floorplan.png
The bar under the picture is 20 um long. Pins as bars on the die edge.
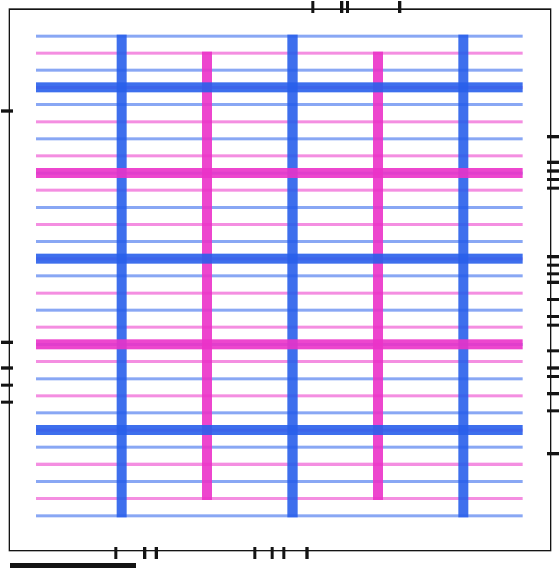
class_map.png
The bar under the picture is 20 um long.
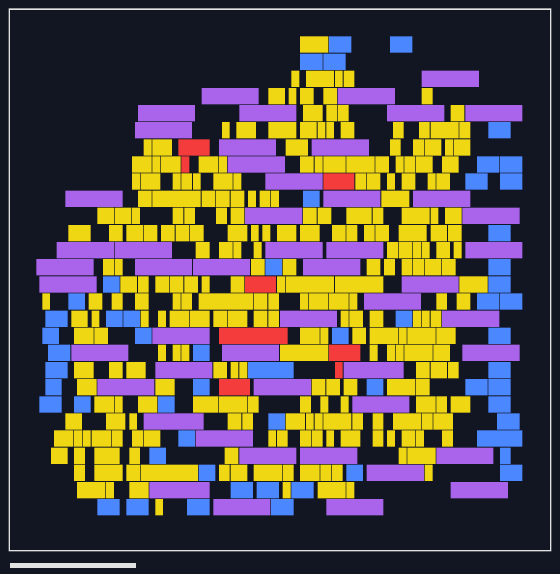
===== config.mk =====
export PLATFORM = sky130hd
export DESIGN_NAME = stopwatch_ctrl_flat
export DESIGN_NICKNAME = d
export VERILOG_FILES = /design/src/rtl/stopwatch_ctrl_if.sv /design/src/rtl/stopwatch_ctrl.sv /design/src/flat_wrapper.sv
export SDC_FILE = /design/constraint.sdc
export NUM_CORES = 1
export LEC_CHECK = 0
export CAP_MARGIN = 20
export CORE_MARGIN = 4
export CORE_UTILIZATION = 51
export DETAILED_ROUTE_END_ITERATION = 10
export PLACE_DENSITY = 0.8
export SLEW_MARGIN = 20
export SYNTH_ARGS = -nofsm -noshare
export SYNTH_HDL_FRONTEND = slang
export SYNTH_SLANG_ARGS = --single-unit

===== constraint.sdc =====
create_clock -name clk -period 2.35 [get_ports clk]
set_input_delay 0.705 -clock clk [delete_from_list [all_inputs] [get_ports clk]]
set_output_delay 0.705 -clock clk [all_outputs]
set_load 0.02 [all_outputs]

===== src/rtl/stopwatch_ctrl_if.sv =====
`default_nettype none
// +----------------------------------------------------------------------+
// | stopwatch_ctrl_if : command inputs and display/status outputs        |
// | Rev 1.0                                                              |
// +----------------------------------------------------------------------+
interface stopwatch_ctrl_if;
  logic       enable;
  logic [2:0] cmd;
  logic [3:0] min_tens;
  logic [3:0] min_ones;
  logic [3:0] sec_tens;
  logic [3:0] sec_ones;
  logic [3:0] cs_tens;
  logic [3:0] cs_ones;
  logic [1:0] fsm_state;
  logic       running;
  logic       ovf;

  modport master (
    output enable, cmd,
    input  min_tens, min_ones, sec_tens, sec_ones, cs_tens, cs_ones,
    input  fsm_state, running, ovf
  );

  modport slave (
    input  enable, cmd,
    output min_tens, min_ones, sec_tens, sec_ones, cs_tens, cs_ones,
    output fsm_state, running, ovf
  );
endinterface
`default_nettype wire


===== src/rtl/stopwatch_ctrl.sv =====
`default_nettype none
// +----------------------------------------------------------------------+
// | stopwatch_ctrl : command FSM, centisecond prescaler, BCD mm:ss.cc    |
// | Rev 1.0                                                              |
// +----------------------------------------------------------------------+
module stopwatch_ctrl #(
  parameter int CLK_HZ  = 50000000,
  parameter int TICK_HZ = 100
) (
  input  wire logic       clk,
  input  wire logic       rst_n,
  stopwatch_ctrl_if.slave bus
);
  localparam int              DIV       = CLK_HZ / TICK_HZ;
  localparam int              PW        = (DIV > 1) ? $clog2(DIV) : 1;
  localparam logic [PW-1:0]   PRESC_MAX = PW'(DIV - 1);
  localparam logic [2:0]      CMD_RESET = 3'b001;
  localparam logic [2:0]      CMD_COUNT = 3'b010;
  localparam logic [2:0]      CMD_PAUSE = 3'b011;
  localparam logic [2:0]      CMD_STOP  = 3'b100;
  // Digit index 0 = cs_ones ... 5 = min_tens
  localparam logic [5:0][3:0] DIG_MAX   = {4'd5, 4'd9, 4'd5, 4'd9, 4'd9, 4'd9};

  typedef enum logic [1:0] {
    S_IDLE    = 2'b00,
    S_RUN     = 2'b01,
    S_PAUSED  = 2'b10,
    S_STOPPED = 2'b11
  } state_t;

  state_t          state_q, state_d;
  logic [2:0]      cmd_prev_q;
  logic            armed_q;
  logic [PW-1:0]   presc_q, presc_d;
  logic [5:0][3:0] dig_q, dig_d;
  logic            ovf_q, ovf_d;
  logic            cmd_valid, cmd_evt, tick, clear, carry;

  // armed_q blocks the first edge after reset release, so a command level
  // held through reset needs a fresh change before it fires.
  always_comb begin
    cmd_valid = (bus.cmd >= CMD_RESET) && (bus.cmd <= CMD_STOP);
    cmd_evt   = armed_q && bus.enable && (bus.cmd != cmd_prev_q) && cmd_valid;
    tick      = (state_q == S_RUN) && (presc_q == PRESC_MAX);
    clear     = cmd_evt && (bus.cmd == CMD_RESET);
  end

  always_comb begin
    state_d = state_q;
    if (cmd_evt) begin
      case (state_q)
        S_IDLE: begin
          if (bus.cmd == CMD_COUNT) state_d = S_RUN;
        end
        S_RUN: begin
          if (bus.cmd == CMD_PAUSE)     state_d = S_PAUSED;
          else if (bus.cmd == CMD_STOP) state_d = S_STOPPED;
        end
        S_PAUSED: begin
          if (bus.cmd == CMD_COUNT)     state_d = S_RUN;
          else if (bus.cmd == CMD_STOP) state_d = S_STOPPED;
        end
        default: state_d = state_q;
      endcase
      if (clear) state_d = S_IDLE;
    end
  end

  always_comb begin
    presc_d = presc_q;
    dig_d   = dig_q;
    ovf_d   = ovf_q;
    carry   = tick;
    if (state_q == S_RUN) presc_d = tick ? '0 : presc_q + 1'b1;
    for (int i = 0; i < 6; i++) begin
      if (carry) begin
        if (dig_q[i] >= DIG_MAX[i]) begin
          dig_d[i] = 4'd0;
        end else begin
          dig_d[i] = dig_q[i] + 4'd1;
          carry    = 1'b0;
        end
      end
    end
    if (carry) ovf_d = 1'b1;
    // Clear overrides any same-cycle increment or wrap.
    if (clear) begin
      presc_d = '0;
      dig_d   = '0;
      ovf_d   = 1'b0;
    end
  end

  always_ff @(posedge clk or negedge rst_n) begin
    if (!rst_n) begin
      state_q    <= S_IDLE;
      cmd_prev_q <= 3'b000;
      armed_q    <= 1'b0;
      presc_q    <= '0;
      dig_q      <= '0;
      ovf_q      <= 1'b0;
    end else begin
      state_q    <= state_d;
      cmd_prev_q <= bus.cmd;
      armed_q    <= 1'b1;
      presc_q    <= presc_d;
      dig_q      <= dig_d;
      ovf_q      <= ovf_d;
    end
  end

  assign bus.cs_ones   = dig_q[0];
  assign bus.cs_tens   = dig_q[1];
  assign bus.sec_ones  = dig_q[2];
  assign bus.sec_tens  = dig_q[3];
  assign bus.min_ones  = dig_q[4];
  assign bus.min_tens  = dig_q[5];
  assign bus.fsm_state = state_q;
  assign bus.running   = (state_q == S_RUN);
  assign bus.ovf       = ovf_q;
endmodule
`default_nettype wire


===== src/flat_wrapper.sv =====
// flat-port wrapper written by rule: the top's interface ports become plain ports
module stopwatch_ctrl_flat 
#(
  parameter int CLK_HZ  = 50000000,
  parameter int TICK_HZ = 100
)
  (clk, rst_n, bus_enable, bus_cmd, bus_min_tens, bus_min_ones, bus_sec_tens, bus_sec_ones, bus_cs_tens, bus_cs_ones, bus_fsm_state, bus_running, bus_ovf);
  stopwatch_ctrl_if bus_i ();
  input  wire logic clk;
  input  wire logic rst_n;
  input wire logic [$bits(bus_i.enable)-1:0] bus_enable;
  input wire logic [$bits(bus_i.cmd)-1:0] bus_cmd;
  output wire logic [$bits(bus_i.min_tens)-1:0] bus_min_tens;
  output wire logic [$bits(bus_i.min_ones)-1:0] bus_min_ones;
  output wire logic [$bits(bus_i.sec_tens)-1:0] bus_sec_tens;
  output wire logic [$bits(bus_i.sec_ones)-1:0] bus_sec_ones;
  output wire logic [$bits(bus_i.cs_tens)-1:0] bus_cs_tens;
  output wire logic [$bits(bus_i.cs_ones)-1:0] bus_cs_ones;
  output wire logic [$bits(bus_i.fsm_state)-1:0] bus_fsm_state;
  output wire logic [$bits(bus_i.running)-1:0] bus_running;
  output wire logic [$bits(bus_i.ovf)-1:0] bus_ovf;
  assign bus_i.enable = bus_enable;
  assign bus_i.cmd = bus_cmd;
  assign bus_min_tens = bus_i.min_tens;
  assign bus_min_ones = bus_i.min_ones;
  assign bus_sec_tens = bus_i.sec_tens;
  assign bus_sec_ones = bus_i.sec_ones;
  assign bus_cs_tens = bus_i.cs_tens;
  assign bus_cs_ones = bus_i.cs_ones;
  assign bus_fsm_state = bus_i.fsm_state;
  assign bus_running = bus_i.running;
  assign bus_ovf = bus_i.ovf;
  stopwatch_ctrl #(.CLK_HZ(CLK_HZ), .TICK_HZ(TICK_HZ)) u_core (.clk(clk), .rst_n(rst_n), .bus(bus_i));
endmodule

==> out/metrics.cfg <==
[run_status]
outcome = complete, no violations

[layout]
num-nets-final = 409
flop_area_mm2 = 0.00125
largest_register_ffs = 19
synthToLayoutAreaGrowth_pct = 22.7
fin_cells = 457
layout-drive-gt1-share_pct = 13.1
top_register = u_core.presc_q
logic_area_mm2 = 0.00172
insertedDiodeCount = 0
fillers = 478

[detailed_routing]
top_layer = met4
wl_met1_um = 2950
via_count = 2717
wl_met2_um = 3580
via_per_inst = 5.95
detail_route.wl_per_cell_um = 15.3
met3_length_um = 380
ant_nets = 0
drc_errors = 0
totalWireLength_um = 6980
first_pass_iters = 4
drtIter0Drc = 168

[yosys]
synthArstFlopShare_pct = 100
yosys_area_mm2 = 0.00308
ys_cells = 331
yosysWarnings = 0
syn_area_mm2 = 0.00308
ys.flop_type = dfrtp_1
avgSynthCellArea_um2 = 9.31
ys_seq_share_pct = 40.6
edf_count = 0
synth_flops = 50
syn_nets = 359
ys_types = 50
synthCells = 331

[setup_path]
path_max_fanout = 4
r2r_cells = 7
endpoint_kind = output port
reg2reg_to = u_core.bus.min_tens[2]
required_ps = 1640
r2r_setup_slack_ps = 110
crit_type = flop to output port
worstPathArrival_ps = 1560
reg2reg_from = u_core.bus.sec_ones[0]
cp-startpoint = u_core.bus.fsm_state[1]
cp-start-kind = flop

[power_and_ir_drop]
power_leakage_nw = 1.61
p_total_mw = 3.00
power_density_mw_per_mm2 = 794
peakVddDrop_uv = 471

[clocking]
clock_latency_ps = 310
cts_tree = built
cts_sinks = 50
path_clk_slew_ps = 90
cts_hold_buf = 0
clock-root-buffer = clkbuf_8
clockBufferDepth = 2
numCtsBuffers = 5
cts_max_level = 2

[hold_path]
hp-class = input port to asynchronous set/reset pin

[place]
port_buffers = 33
gp_congestion = 0.904
dp_hpwl_um = 5150
dp_cells = 449

[global_routing]
grt_max_degree = 29
grt-ovfl-total = 0
grtUsageTotal_pct = 20.2
grt_pass1_wl_um = 12300
grt_pass1_vias = 2688
antenna_found_initial = 0

[floorplan]
chip_area_mm2 = 0.00735
fp_util_pct = 52.4
fp.dieW_um = 85.7
io_pins = 34
core_area_mm2 = 0.00589
dieHeight_um = 85.7
rows = 28

[final_timing]
drv_slew = 0
timing.slew.headroom_pct = 44.2
hold_violations = 0
rsz0062_at_grt = no
timing.hold.ws_ps = 381
period_minus_slack_ps = 2260
timing.final.crit_share_pct = 96.3
setup_viol = 0
tightestPinTransition_ps = 831
fin_skew_ps = 8.52
fmax_ghz = 0.442
fin_setup_tns_ps = 0

[job]
maxCapViolations = 0
warnings = 40

About floorplan.png:
[VSS] blue
[VDD] magenta
met5 straps: 5
met1 rails: 29

About class_map.png:
[remaining logic cells] yellow | cells: 268 | share of their area: 49%
[remaining buffers and delay cells] blue | cells: 56 | share of their area: 14%
[clock drivers and dummy loads] red | cells: 8 | share of their area: 2.9%
[registers] purple | cells: 50 | share of their area: 34%

==> report_power, final <==
part           total (mW)  switching, mW  internal (mW)  leakage [nW]
clock network       0.606          0.287          0.319        0.0524
logic                1.19          0.648          0.537         0.912
registers            1.21          0.195           1.01         0.644
total                3.00           1.13           1.87          1.61
==> per-stage QoR <==
step	instance area (um2)	util (%)	setup WS, ps
floorplan	3110	-	32.8
global placement	3670	62.4	-153
detailed placement	3670	62.4	-191
CTS	3780	64.2	75.1
global route	3780	64.2	10.1
finish	3780	64.2	85.8
==> cells in the mapped netlist, drive strengths merged, types with 9 or more instances <==
| master | number | area (um2) |
|---|---|---|
| a21oi | 26 | 130 |
| dfrtp | 50 | 1250 |
| ha | 22 | 275 |
| inv | 23 | 86.3 |
| nand2 | 19 | 71.3 |
| nand3 | 9 | 45.0 |
| nand4 | 15 | 115 |
| nor2 | 28 | 105 |
| nor4 | 12 | 105 |
| o21ai | 10 | 50.1 |
| xnor2 | 13 | 114 |
==> worst max-delay path: stages, from the launching register on <==
cell and delay [ps]:
dfrtp_2 440, inv_2 90, ha_4 130, clkdlybuf4s50_1 600
==> layer usage <==
metal  up-vias  global-route usage, %
met5         -                      0
li1       1307                      -
met2        78                   35.0
met4         0                   5.90
met1      1322                   25.3
met3        10                   4.42
==> cell usage in the layout (no fill, tap or decap), drive strengths merged, types with 4 or more instances in the layout <==
master / netlist / routed
dfrtp: 50 / 50
clkdlybuf4s50: 0 / 32
a31oi: 8 / 8
nand4b: 4 / 4
and3: 4 / 4
ha: 22 / 22
nand2b: 8 / 8
and4: 4 / 4
nand2: 19 / 19
clkbuf: 5 / 7
nand3: 9 / 9
or3: 6 / 6
a21oi: 26 / 26
nand4: 15 / 15
inv: 23 / 23
nor2: 28 / 28
xnor2: 13 / 13
nor3: 8 / 8
buf: 8 / 24
nor4: 12 / 12
or4: 4 / 4
a41oi: 4 / 4
o21ai: 10 / 10
o31ai: 7 / 7
==> worst max-delay path by stage <==
stage / cells after the start / to / slack, ps
5_1_grt: 7 / u_core.bus.fsm_state[0] / 10
3_3_place_gp: 6 / u_core.presc_q[10] / -150
4_1_cts: 3 / bus_running / 80
2_1_floorplan: 8 / u_core.bus.min_tens[2] / 30
6_report: 3 / bus_running / 90
3_5_place_dp: 7 / u_core.bus.fsm_state[0] / -190
==> cell type report <==
class,count,share of cell area (%)
Clock inverter,1,0.794
Timing Repair Buffer,56,13.8
Inverter,23,2.28
Sequential cell,50,33.2
Multi-Input combinational cell,245,45.4
Clock buffer,7,2.02
Tap cell,75,2.48
==> cells by family after synthesis <==
logic type / after synthesis / share of synthesized area [%]
AND/OR/NAND/NOR: 138 / 27.3
other: 1 / 0.122
multiplexers: 1 / 0.325
AND-OR/OR-AND: 68 / 13.9
adder cells (fa/ha/maj): 22 / 8.93
buffers and inverters: 36 / 4.59
XOR/XNOR: 15 / 4.26
flip-flops: 50 / 40.6
==> timing repair <==
| item | in CTS | in global routing |
|---|---|---|
| resized | 0 | 2 |
| setup buffers | 0 | 0 |
| setup endpoints to repair | 0 | 5 |
Power figures rest on the tool's default switching activity, not on a simulated workload.
